==> src/rtl/disp_pkg.sv <==
// Shared definitions for the display packet sequencer: register map, packet layout, FSM states.
package disp_pkg;

    localparam logic [3:0] REG_DIGIT0 = 4'h1;
    localparam logic [3:0] REG_DIGIT1 = 4'h2;
    localparam logic [3:0] REG_DIGIT2 = 4'h3;
    localparam logic [3:0] REG_DIGIT3 = 4'h4;
    localparam logic [3:0] REG_DIGIT4 = 4'h5;
    localparam logic [3:0] REG_DIGIT5 = 4'h6;
    localparam logic [3:0] REG_DIGIT6 = 4'h7;
    localparam logic [3:0] REG_DIGIT7 = 4'h8;
    localparam logic [3:0] REG_DECODE = 4'h9;
    localparam logic [3:0] REG_INTENS = 4'hA;
    localparam logic [3:0] REG_SCAN   = 4'hB;
    localparam logic [3:0] REG_SHDN   = 4'hC;
    localparam logic [3:0] REG_TEST   = 4'hF;

    typedef struct packed {
        logic [3:0] rsvd;
        logic [3:0] addr;
        logic [7:0] data;
    } pkt_t;

    typedef enum logic [1:0] {
        ST_INIT,
        ST_REFRESH,
        ST_IDLE
    } disp_state_e;

    function automatic pkt_t mk_pkt(input logic [3:0] addr, input logic [7:0] data);
        pkt_t p;
        p.rsvd = 4'h0;
        p.addr = addr;
        p.data = data;
        return p;
    endfunction

endpackage

==> src/rtl/disp_seq.sv <==
// Display packet sequencer: driver init sequence after reset, then digit refresh per BCD reading.
// Optional build macro LZ_BLANK_EN blanks leading-zero digits (data 0x0F) above digit 1.
module disp_seq
    import disp_pkg::*;
#(
    parameter int unsigned DIGITS    = 4,
    parameter logic [3:0]  INTENSITY = 4'h8
) (
    input  logic                  clk,
    input  logic                  rst,
    input  logic [4*DIGITS-1:0]   val,
    input  logic                  val_vld,
    output logic [15:0]           pkt,
    output logic                  vld,
    input  logic                  rdy,
    output logic                  busy
);

    disp_state_e          state_q, state_d;
    logic [2:0]           idx_q, idx_d;
    logic [4*DIGITS-1:0]  snap_q, snap_d;
    logic [4*DIGITS-1:0]  buf_q, buf_d;
    logic                 pend_q, pend_d;
    logic                 last_q, last_d;
    pkt_t                 pkt_q, pkt_d;
    logic                 vld_q, vld_d;
    logic                 busy_q, busy_d;

    logic [3:0] nib [8];
    logic [7:0] blank;
    logic       free;
    pkt_t       init_pkt;
    pkt_t       digit_pkt;

    genvar gi;
    generate
        for (gi = 0; gi < 8; gi++) begin : g_nib
            if (gi < DIGITS) begin : g_used
                assign nib[gi] = snap_q[gi*4 +: 4];
            end else begin : g_unused
                assign nib[gi] = 4'h0;
            end
        end
    endgenerate

`ifdef LZ_BLANK_EN
    // Snapshot is frozen for the whole refresh, so the mask taken from it equals the one at refresh start.
    always_comb begin
        logic run;
        run   = 1'b1;
        blank = 8'h00;
        for (int i = 7; i >= 1; i--) begin
            run      = run & (nib[i] == 4'h0);
            blank[i] = run;
        end
    end
`else
    assign blank = 8'h00;
`endif

    always_comb begin
        case (idx_q)
            3'd0:    init_pkt = mk_pkt(REG_TEST,   8'h00);
            3'd1:    init_pkt = mk_pkt(REG_SCAN,   8'(DIGITS - 1));
            3'd2:    init_pkt = mk_pkt(REG_DECODE, 8'hFF);
            3'd3:    init_pkt = mk_pkt(REG_INTENS, {4'h0, INTENSITY});
            default: init_pkt = mk_pkt(REG_SHDN,   8'h01);
        endcase
    end

    assign digit_pkt = mk_pkt(REG_DIGIT0 + {1'b0, idx_q},
                              blank[idx_q] ? 8'h0F : {4'h0, nib[idx_q]});

    // Output register may be reloaded when empty or when its packet leaves this cycle.
    assign free = !vld_q || rdy;

    always_comb begin
        state_d = state_q;
        idx_d   = idx_q;
        snap_d  = snap_q;
        buf_d   = buf_q;
        pend_d  = pend_q;
        last_d  = last_q;
        pkt_d   = pkt_q;
        vld_d   = vld_q;

        if (val_vld && state_q != ST_IDLE) begin
            buf_d  = val;
            pend_d = 1'b1;
        end

        case (state_q)
            ST_IDLE: begin
                if (val_vld) begin
                    snap_d  = val;
                    state_d = ST_REFRESH;
                    idx_d   = 3'd0;
                    last_d  = 1'b0;
                end
            end
            ST_INIT: begin
                if (free) begin
                    pkt_d = init_pkt;
                    vld_d = 1'b1;
                    if (idx_q == 3'd4) begin
                        state_d = ST_REFRESH;
                        idx_d   = 3'd0;
                        last_d  = 1'b0;
                    end else begin
                        idx_d = idx_q + 3'd1;
                    end
                end
            end
            default: begin
                if (free && !last_q) begin
                    pkt_d = digit_pkt;
                    vld_d = 1'b1;
                    if (idx_q == 3'(DIGITS - 1)) begin
                        last_d = 1'b1;
                    end else begin
                        idx_d = idx_q + 3'd1;
                    end
                end else if (free) begin
                    // Final digit leaving: restart straight into digit 1 if a newer reading waits.
                    if (pend_d) begin
                        snap_d = buf_d;
                        pend_d = 1'b0;
                        pkt_d  = mk_pkt(REG_DIGIT0, {4'h0, buf_d[3:0]});
                        vld_d  = 1'b1;
                        last_d = (DIGITS == 1);
                        idx_d  = (DIGITS == 1) ? 3'd0 : 3'd1;
                    end else begin
                        state_d = ST_IDLE;
                        vld_d   = 1'b0;
                        last_d  = 1'b0;
                        idx_d   = 3'd0;
                    end
                end
            end
        endcase

        busy_d = !(state_d == ST_IDLE && !vld_d);
    end

    always_ff @(posedge clk) begin
        if (rst) begin
            state_q <= ST_INIT;
            idx_q   <= 3'd0;
            snap_q  <= '0;
            buf_q   <= '0;
            pend_q  <= 1'b0;
            last_q  <= 1'b0;
            pkt_q   <= '0;
            vld_q   <= 1'b0;
            busy_q  <= 1'b0;
        end else begin
            state_q <= state_d;
            idx_q   <= idx_d;
            snap_q  <= snap_d;
            buf_q   <= buf_d;
            pend_q  <= pend_d;
            last_q  <= last_d;
            pkt_q   <= pkt_d;
            vld_q   <= vld_d;
            busy_q  <= busy_d;
        end
    end

    assign pkt  = pkt_q;
    assign vld  = vld_q;
    assign busy = busy_q;

endmodule

==> config.mk <==
export PLATFORM = sky130hd
export DESIGN_NAME = disp_seq
export DESIGN_NICKNAME = d
export VERILOG_FILES = /design/src/rtl/disp_pkg.sv /design/src/rtl/disp_seq.sv
export SDC_FILE = /design/constraint.sdc
export NUM_CORES = 1
export LEC_CHECK = 0
export ABC_AREA = 1
export CORE_UTILIZATION = 65
export DETAILED_ROUTE_END_ITERATION = 8
export DONT_BUFFER_PORTS = 1
export PLACE_DENSITY = 0.85
export RECOVER_POWER = 100
export SYNTH_ARGS = -nofsm -noshare
export SYNTH_HDL_FRONTEND = slang
export SYNTH_SLANG_ARGS = --single-unit
==> constraint.sdc <==
create_clock -name clk -period 4.7 [get_ports clk]
set_clock_uncertainty 0.15 [all_clocks]
set_input_delay 0.94 -clock clk [delete_from_list [all_inputs] [get_ports clk]]
set_output_delay 0.94 -clock clk [all_outputs]
set_load 0.02 [all_outputs]
==> results.cfg, run 1 <==
; physical design summary
[finish]
final_area_sq_um = 2520
layout.nonclk_buf_share_pct = 0
flops = 50
fin_cells = 416
seq_area_sq_um = 1000
insertedDiodeCount = 0
clkCellAreaFrac_pct = 3.62
drive_gt1_share_pct = 2.99
mostFrequentLayoutCell = nand2_1
area_delta_synth_final_pct = 0.0495
logic_area_sq_um = 1230
comb_cells = 272
fillerInstances = 341
layout_top_cells = 85 x nand2_1, 65 x nor2_1, 50 x dfxtp_1, 37 x inv_1, 35 x o21ai_1
comb_area_share_pct = 48.6
buffers = 0
nClkBuffers = 7
nets = 392
inverters = 38
dominant_cells = multi-input combinational cells

[synth]
yosysTopAreaCellShare_pct = 39.7
edf_count = 0
synth_area_leader_cell = dfxtp_1
synth.area.top_cells = dfxtp_1 40%, nand2_1 12%, o21ai_1 9.9%, nor2_1 9.7%, nand3_1 5.2%
synth.distinct_cells = 27
ys_chip_area_sq_um = 2520
xor_share_pct = 0
syn-cell-area_sq_um = 2520
ys_top_cells_by_count = 82 x nand2_1, 65 x nor2_1, 50 x dfxtp_1, 50 x o21ai_1, 33 x inv_1
synthAoiAreaFrac_pct = 16.2
synthCells = 380
logic_family = simple AND/OR/NAND/NOR gates
ys_cells = 380
top_cell = nand2_1
ys_ff = 50
flop_cell = dfxtp_1
adder_share_pct = 2.48
synth_seq_share_pct = 39.7
postSynthAreaPerCell_sq_um = 6.64
yosys_warnings = 0
simple_gate_share_pct = 30.1
async_flop_share_pct = 0

[timing]
worst_pin_slew_ns = 0.945
timing.hold.ws_ns = 0.336
fin_ws_ns = 1.84
setup_tns_ns = 0
relSlewSlack_pct = 36.9
fmax_mhz = 350
hold_viol = 0
fin_crit_sh_pct = 60.8
period_needed_ns = 2.86
slew_violations = 0
rsz0062_at_grt = false

[pwr]
sequentialPowerShare_pct = 55.8
pwr-share-clk_pct = 30.0
switching_share_pct = 29.5
power.share.combinational_pct = 14.2
ir_worst_vdd_mv = 0.258
power_switching_uw = 255
pg_seq_uw = 482
leakage_uw = 0.00114
combinationalPower_uw = 123
power_leader = sequential cells
powerClk_uw = 259
p_int_uw = 610
powerDensity_nw_per_um2 = 342

[routing]
via_per_inst = 5.38
drt-met1-wl_mm = 2.41
post_drt_wl_per_cell_um = 12.4
drt-pass1-iter-count = 4
routed.top_layer = met4
drt-initial-drc-count = 165
antenna_left = 0
routed_wl_mm = 5.17
wl_met3_um = 305
via_count = 2237

[worst_setup_path]
crit_fanout = 35
critPathMaxStageDelay_ns = 0.72
critPathBufInv = 3
worstPathRequired_ns = 4.75
crit_top_cell = nand2_1
crit_family = simple AND/OR/NAND/NOR gates
critPathCaptureType = flip-flop
cpMaxStageDelayCell = inv_1
crit_chain = inv_1 -> nand2_1 -> inv_1 -> nand2_1 -> nand2_1 -> inv_4 -> nor2_1 -> nor2_1
start_kind = flip-flop
path_class = flip-flop to flip-flop
arrival_ns = 2.91
rrSetupSlack_ns = 1.84

[die]
initCoreUtil_pct = 68.4
rows = 22
die_x_um = 64.3
die_area_sq_um = 4140
die.size.y_um = 64.3
taps = 48

[clock_tree]
post_cts_buffers = 0
clock_latency_ns = 0.31
cts.repair.resized = 0
cts.htree.levels = 2
ctsHoldBuffers = 0
clock_sinks = 50
numCtsBuffers = 5
cts_tree = built
clock_path_buffers = 2
path_clk_slew_ns = 0.08
cts-root-buf = clkbuf_8

[hold_path]
hold_class = flip-flop to flip-flop

[placed_design]
dp.final_hpwl_mm = 3.66
dpl_cell_area_sq_um = 2450
port_buffers = 0
dp_slack_ns = 2.18

[global_route]
grtUsageTotal_pct = 28.5
globalRouteOverflowTotal = 0
grt_pass1_wl_mm = 9.12
met3_usage_pct = 6.79
grt_pass1_vias = 2002
antenna_found_initial = 0
use_met1_pct = 38.2
top_usage_layer = met2
grt_util_met2_pct = 44.3

[status]
status = completed
==> run 1: worst paths after layout <==
path | end | from | cells past startpoint
worst max-delay path | snap_q[11]$_SDFFE_PP0P_ | state_q[0]$_SDFF_PP0_ | 8
worst min register to register | last_q$_SDFFE_PP0P_ | last_q$_SDFFE_PP0P_ | 2
worst max register to register | snap_q[11]$_SDFFE_PP0P_ | state_q[0]$_SDFF_PP0_ | 8
worst min-delay path | last_q$_SDFFE_PP0P_ | last_q$_SDFFE_PP0P_ | 2
==> run 1: sequential cells by signal, summed over array words and instances, names as in the netlist <==
signal   count
busy         1
state_q      2
idx_q        3
snap_q      16
pkt          9
vld          1
buf_q       16
last_q       1
pend_q       1
==> run 1: tightest hold or removal path: stages (launching register included) <==
cell and delay [ns]:
dfxtp_1 0.34, nand2_1 0.07, a21oi_1 0.05
Figure 1. The metal 3 layer (run 1).
Drawn at 8 px/um. Cells faint in the background.
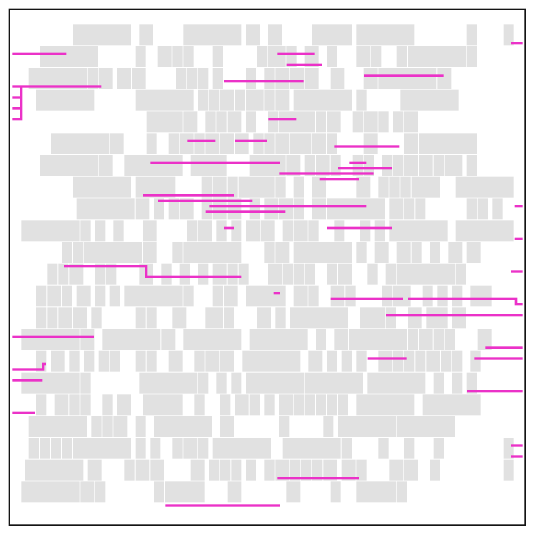
36 nets have wire on it. The wires run mostly horizontal.

Figure 2. Placement by cell class (run 1).
Drawn at 10 px/um.
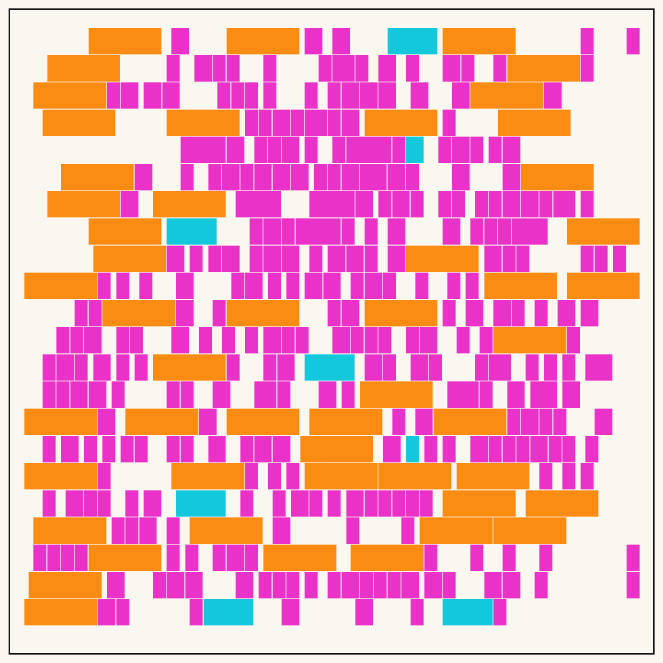
Key: sequential cells = orange [cells 50, share of their area 41%]; clock drivers and dummy loads = cyan [cells 8, share of their area 3.7%]; remaining logic cells = magenta [cells 310, share of their area 56%]
Core ar.: 3690 sq um
Core Util, Final: 68.5%
Seq/total area: 39.6%

Figure 3. I/O pins on the die edge (run 1).
Drawn at 6 px/um. Pins as bars across the die edge, other pins in grey.
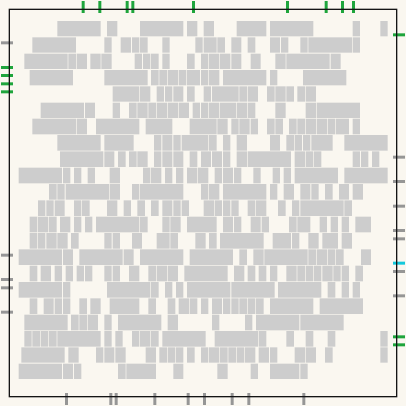
Key: pkt = green [pins 16, direction output, edge 9 north, 4 west, 3 east]; val_vld = cyan [pins 1, direction input, edge east]

==> run 2, diff against run 1 <==
--- a/config.mk
+++ b/config.mk
@@ -6,10 +6,10 @@
 export NUM_CORES = 1
 export LEC_CHECK = 0
 export ABC_AREA = 1
-export CORE_UTILIZATION = 65
+export CORE_UTILIZATION = 56
 export DETAILED_ROUTE_END_ITERATION = 8
 export DONT_BUFFER_PORTS = 1
-export PLACE_DENSITY = 0.85
+export PLACE_DENSITY = 0.78
 export RECOVER_POWER = 100
 export SYNTH_ARGS = -nofsm -noshare
 export SYNTH_HDL_FRONTEND = slang
==> constraint.sdc (replaced) <==
create_clock -name clk -period 2.3 [get_ports clk]
set_clock_uncertainty 0.15 [all_clocks]
set_input_delay 0.46 -clock clk [delete_from_list [all_inputs] [get_ports clk]]
set_output_delay 0.46 -clock clk [all_outputs]
set_load 0.02 [all_outputs]
Figure 4. Clock wiring as the flow saved it (run 2).
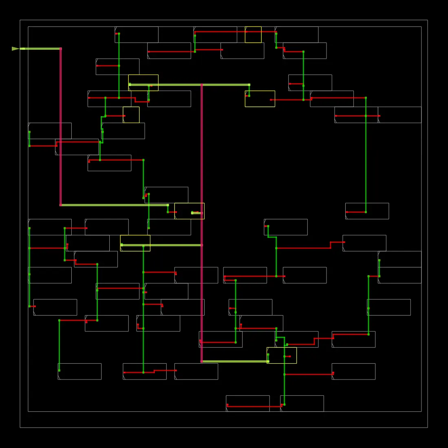
CTS sink count: 50
seq_cells: 50

==> run 2 against run 1 <==
Against the previous run:
- total power up 100%
- hold slack worse by 0.28 ns
- synthesized cell count unchanged
- register-to-register slack worse by 1.5 ns
- critical endpoint is now pkt[2]$_SDFFE_PP0P_
- non-clock buffer count up 4
- largest power group unchanged
- cell count up 1.7%
==> results.cfg, run 2 <==
; physical design summary
[clock_tree]
clock_latency_ns = 0.31
cts-root-buf = clkbuf_8
cts.htree.levels = 2
numCtsBuffers = 5
path_clk_slew_ns = 0.09
ctsHoldBuffers = 0
clock_path_buffers = 2
cts.repair.resized = 0
cts_tree = built
post_cts_buffers = 0

[synth]
logic_family = simple AND/OR/NAND/NOR gates
synth_area_leader_cell = dfxtp_1
ys_ff = 50
synthAoiAreaFrac_pct = 16.2
yosysTopAreaCellShare_pct = 39.7
async_flop_share_pct = 0
syn-cell-area_sq_um = 2520
synth.area.top_cells = dfxtp_1 40%, nand2_1 12%, o21ai_1 9.9%, nor2_1 9.7%, nand3_1 5.2%
synthCells = 380
postSynthAreaPerCell_sq_um = 6.64
edf_count = 0
yosys_warnings = 0
synth_seq_share_pct = 39.7
synth.area.mux_share_pct = 0
simple_gate_share_pct = 30.1
flop_cell = dfxtp_1
adder_share_pct = 2.48
xor_share_pct = 0
ys_chip_area_sq_um = 2520
ys_top_cells_by_count = 82 x nand2_1, 65 x nor2_1, 50 x dfxtp_1, 50 x o21ai_1, 33 x inv_1
synth.distinct_cells = 27
ys_cells = 380
top_cell = nand2_1

[routing]
via_per_inst = 5.28
wl_met3_um = 232
via_count = 2233
drt-pass1-iter-count = 4
post_drt_wl_per_cell_um = 12.2
routed.top_layer = met4
wl_met2_mm = 2.41
antenna_left = 0
drt-initial-drc-count = 122
routed_wl_mm = 5.18
drt-met1-wl_mm = 2.44

[timing]
relSlewSlack_pct = 34.7
period_needed_ns = 1.98
hold_viol = 0
setup_tns_ns = 0
timing.hold.ws_ns = 0.0541
fmax_mhz = 505
rsz0062_at_grt = false
slew_violations = 0
worst_pin_slew_ns = 0.980
fin_crit_sh_pct = 86.1
fin_ws_ns = 0.319

[finish]
final_core_util_pct = 58.6
mostFrequentLayoutCell = nand2_1
drive_gt1_share_pct = 4.58
insertedDiodeCount = 0
area_delta_synth_final_pct = 1.19
seq_area_sq_um = 1000
logic_area_sq_um = 1230
nets = 396
fillerInstances = 421
layout_top_cells = 84 x nand2_1, 65 x nor2_1, 50 x dfxtp_1, 36 x o21ai_1, 35 x inv_1
fin_cells = 423
final_area_sq_um = 2550

[pwr]
power.share.combinational_pct = 15.5
sequentialPowerShare_pct = 55.9
leakage_uw = 0.00114
p_int_uw = 1220
powerDensity_nw_per_um2 = 679
pwr-share-clk_pct = 28.6
power_switching_uw = 520
ir_worst_vdd_mv = 0.446
switching_share_pct = 30.0

[placed_design]
dp_slack_ns = 0.399
port_buffers = 0
dp.final_hpwl_mm = 3.69
dpl_cell_area_sq_um = 2490
place_congestion = 0.917

[global_route]
grtUsageTotal_pct = 23.6
grt_pass1_wl_mm = 9.23
antenna_found_initial = 0
grt_util_met2_pct = 38.8
met3_usage_pct = 4.82
globalRouteOverflowTotal = 0
grt_pass1_vias = 2100
use_met1_pct = 30.8
top_usage_layer = met2

[hold_path]
hp-start = rst
hold_class = input port to flip-flop
whs_endpoint = busy$_SDFF_PP0_
hold_depth = 1

[worst_setup_path]
crit_fanout = 29
rrSetupSlack_ns = 0.32
worstPathRequired_ns = 2.35
critPathBufInv = 2
crit_family = AND-OR/OR-AND gates
endpoint = pkt[2]$_SDFFE_PP0P_
worst-path-stages = 8
crit_chain = inv_1 -> nand2_1 -> nand2_1 -> buf_4 -> o21ai_0 -> o21ai_0 -> nand2_1 -> a21oi_1
path_class = flip-flop to flip-flop
critPathMaxStageDelay_ns = 0.40
r2r_start = state_q[0]$_SDFF_PP0_
critPathCaptureType = flip-flop
worstRegToRegCells = 8
arrival_ns = 2.03
r2r_end = pkt[2]$_SDFFE_PP0P_
cp-startpoint = state_q[0]$_SDFF_PP0_
start_kind = flip-flop
crit_top_cell = nand2_1
cpMaxStageDelayCell = dfxtp_1

[die]
initCoreUtil_pct = 58.0
die.size.y_um = 69.1
rows = 24
die_x_um = 69.1
die_area_sq_um = 4780
core_sq_um = 4350
ioPinCount = 38

[status]
status = completed

[flow_run]
maxCapViolCount = 0
log.warning_count = 29
-- run 2: cell types whose count changed in the layout (fill, tap and decap cells not counted) --
cell,change
buf_4,+3
nand2_4,+1
clkinvlp_4,+2
clkbuf_8,-1
inv_1,-2
o21ai_1,+1
o21ai_0,-1
nand2_1,-1
inv_4,-1
inv_2,+3
clkinv_2,-1
-- run 2: power by group through the flow --
stage / clock network, uW / logic, uW / registers [uW]
finish: 497 / 269 / 969
global route: 538 / 310 / 975
CTS: 513 / 273 / 970
detailed placement: 0 / 272 / 990
global placement: 0 / 266 / 990
floorplan: 0 / 243 / 986
-- run 2: area by class of cell --
type                    count  share of cell area (%)
clock buffers               5                    2.69
repair buffers              4                    1.03
inverters                  38                    5.59
multi-input cells         272                    48.4
clock inverters             2                   0.588
flip-flops and latches     50                    39.2
well taps                  52                    2.55
==> run 3, diff against run 2 <==
--- a/config.mk
+++ b/config.mk
@@ -6,10 +6,11 @@
 export NUM_CORES = 1
 export LEC_CHECK = 0
 export ABC_AREA = 1
-export CORE_UTILIZATION = 56
+export CAP_MARGIN = 20
+export CORE_UTILIZATION = 50
 export DETAILED_ROUTE_END_ITERATION = 8
 export DONT_BUFFER_PORTS = 1
-export PLACE_DENSITY = 0.78
+export PLACE_DENSITY = 0.72
 export RECOVER_POWER = 100
 export SYNTH_ARGS = -nofsm -noshare
 export SYNTH_HDL_FRONTEND = slang
Figure 5. Placement by cell class (run 3).
Drawn at 8 px/um.
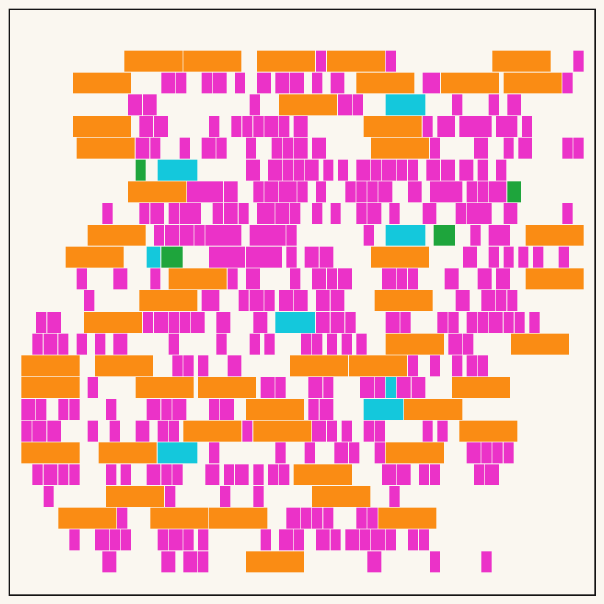
Key: remaining logic cells = magenta [cells 310, share of their area 55%]; sequential cells = orange [cells 50, share of their area 40%]; clock drivers and dummy loads = cyan [cells 8, share of their area 3.7%]; remaining buffers and delay cells = green [cells 4, share of their area 0.95%]

==> run 3 against run 2 <==
Against the previous run:
- first-iteration DRC count rose by 31%
- clock power is 4.6% higher
- count of clock-buffer cells in the layout grew 2
- area after synthesis did not move
- non-clock buffer count stayed put
- sequential cell count unchanged
- fmax fell by 0.79%
- largest power group unchanged
- via count is 0.18% higher
==> results.cfg, run 3 <==
; physical design summary
[status]
status = completed

[pwr]
powerClk_uw = 520
power_leader = sequential cells
sequentialPowerShare_pct = 55.2
pg_seq_uw = 968
switching_share_pct = 28.8
leakage_uw = 0.00115
powerDensity_nw_per_um2 = 679
p_int_uw = 1250
ir_worst_vdd_mv = 0.419
power.share.combinational_pct = 15.2

[timing]
relSlewSlack_pct = 33.5
timing.hold.ws_ns = 0.0605
fmax_mhz = 501
slew_violations = 0
hold_viol = 0
period_needed_ns = 2.00

[placed_design]
port_buffers = 0
place_congestion = 0.964
dp.final_hpwl_mm = 3.60
dp_slack_ns = 0.347

[worst_setup_path]
critPathCaptureType = flip-flop
rrSetupSlack_ns = 0.30
start_kind = flip-flop
arrival_ns = 2.08
endpoint = pkt[2]$_SDFFE_PP0P_
crit_fanout = 12
path_class = flip-flop to flip-flop
critPathMaxStageDelay_ns = 0.47

[flow_run]
maxCapViolCount = 0
log.warning_count = 29

[global_route]
grt_pass1_vias = 2053
globalRouteOverflowTotal = 0
grt_pass1_wl_mm = 8.98
use_met1_pct = 28.8
top_usage_layer = met2
met3_usage_pct = 4.56
grtUsageTotal_pct = 22.0

[synth]
synth_area_leader_cell = dfxtp_1
synth_seq_share_pct = 39.7
ys_chip_area_sq_um = 2520
syn-cell-area_sq_um = 2520
synth.distinct_cells = 27
yosysTopAreaCellShare_pct = 39.7
edf_count = 0
xor_share_pct = 0
top_cell = nand2_1
synth.area.mux_share_pct = 0
synthAoiAreaFrac_pct = 16.2
flop_cell = dfxtp_1
postSynthAreaPerCell_sq_um = 6.64
simple_gate_share_pct = 30.1
ys_cells = 380
logic_family = simple AND/OR/NAND/NOR gates
async_flop_share_pct = 0
yosys_warnings = 0
adder_share_pct = 2.48

[routing]
post_drt_wl_per_cell_um = 11.5
antenna_left = 0
drt-initial-drc-count = 160
routed_wl_mm = 5.05
via_per_inst = 5.10
wl_met3_um = 313
routed.top_layer = met4

[finish]
insertedDiodeCount = 0
fin_cells = 439
drive_gt1_share_pct = 5.11
fillerInstances = 508
area_delta_synth_final_pct = 2.43
final_core_util_pct = 54.0
mostFrequentLayoutCell = nand2_1
final_area_sq_um = 2580

[die]
core_sq_um = 4790
ioPinCount = 38
die_area_sq_um = 5340
die_x_um = 73.0
rows = 25
die.size.y_um = 73.0

[clock_tree]
numCtsBuffers = 5
clock_path_buffers = 2
cts_tree = built
cts-root-buf = clkbuf_8
cts.htree.levels = 2

[hold_path]
hold_class = input port to flip-flop
hold_depth = 1
whs_endpoint = buf_q[3]$_SDFF_PP0_
-- run 3: cell count changes in the layout (fill, tap and decap cells not counted), moves of 2 or more --
cell,before,now
clkinvlp_4,2,0
nand2_1,84,82
o21ai_0,27,41
o21ai_1,36,22
-- run 3: final cells by class --
class	count	area [sq um]	area share, %
Clock buffer	7	86.3	3.34
Clock inverter	1	5.00	0.194
Inverter	38	145	5.61
Multi-Input combinational cell	272	1240	48.0
Sequential cell	50	1000	38.7
Tap cell	67	83.8	3.24
Timing Repair Buffer	4	23.8	0.920
-- run 3: critical path, delay by kind of cell, from the launching register on --
kind / cells / cell delay (ns)
and+or+nand+nor: 6 / 0.97
DFF: 1 / 0.47
AOI/OAI and AO/OA: 1 / 0.14
buffers and inverters: 1 / 0.20

==> screenshots <==
Wiring heat map.
picture 1
Drawn at 4 px/um. 15 x 15 tiles, from dark purple (low) to yellow (high), scaled to the fullest tile. Values are wire area over tile area, all layers added.
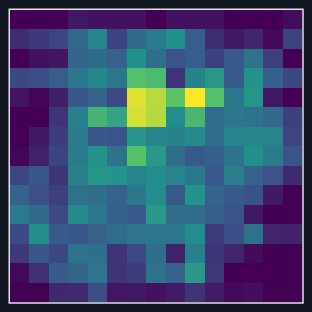
picture 2
Drawn at 4 px/um. 14 x 14 tiles, from dark purple (low) to yellow (high), scaled to the fullest tile. Values are wire area over tile area, all layers added.
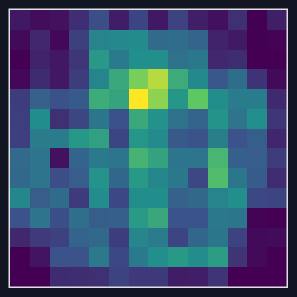
run 2: picture 2
run 3: picture 1

Key to picture 1:
11% of the tiles are over half the peak. The emptiest ninth of the die: south-east. The fullest tile reaches 0.56. The densest ninth of the die: centre. The mean over all tiles is 0.15. 12% of the tiles are nearly empty.

Power figures rest on the tool's default switching activity, not on a simulated workload.
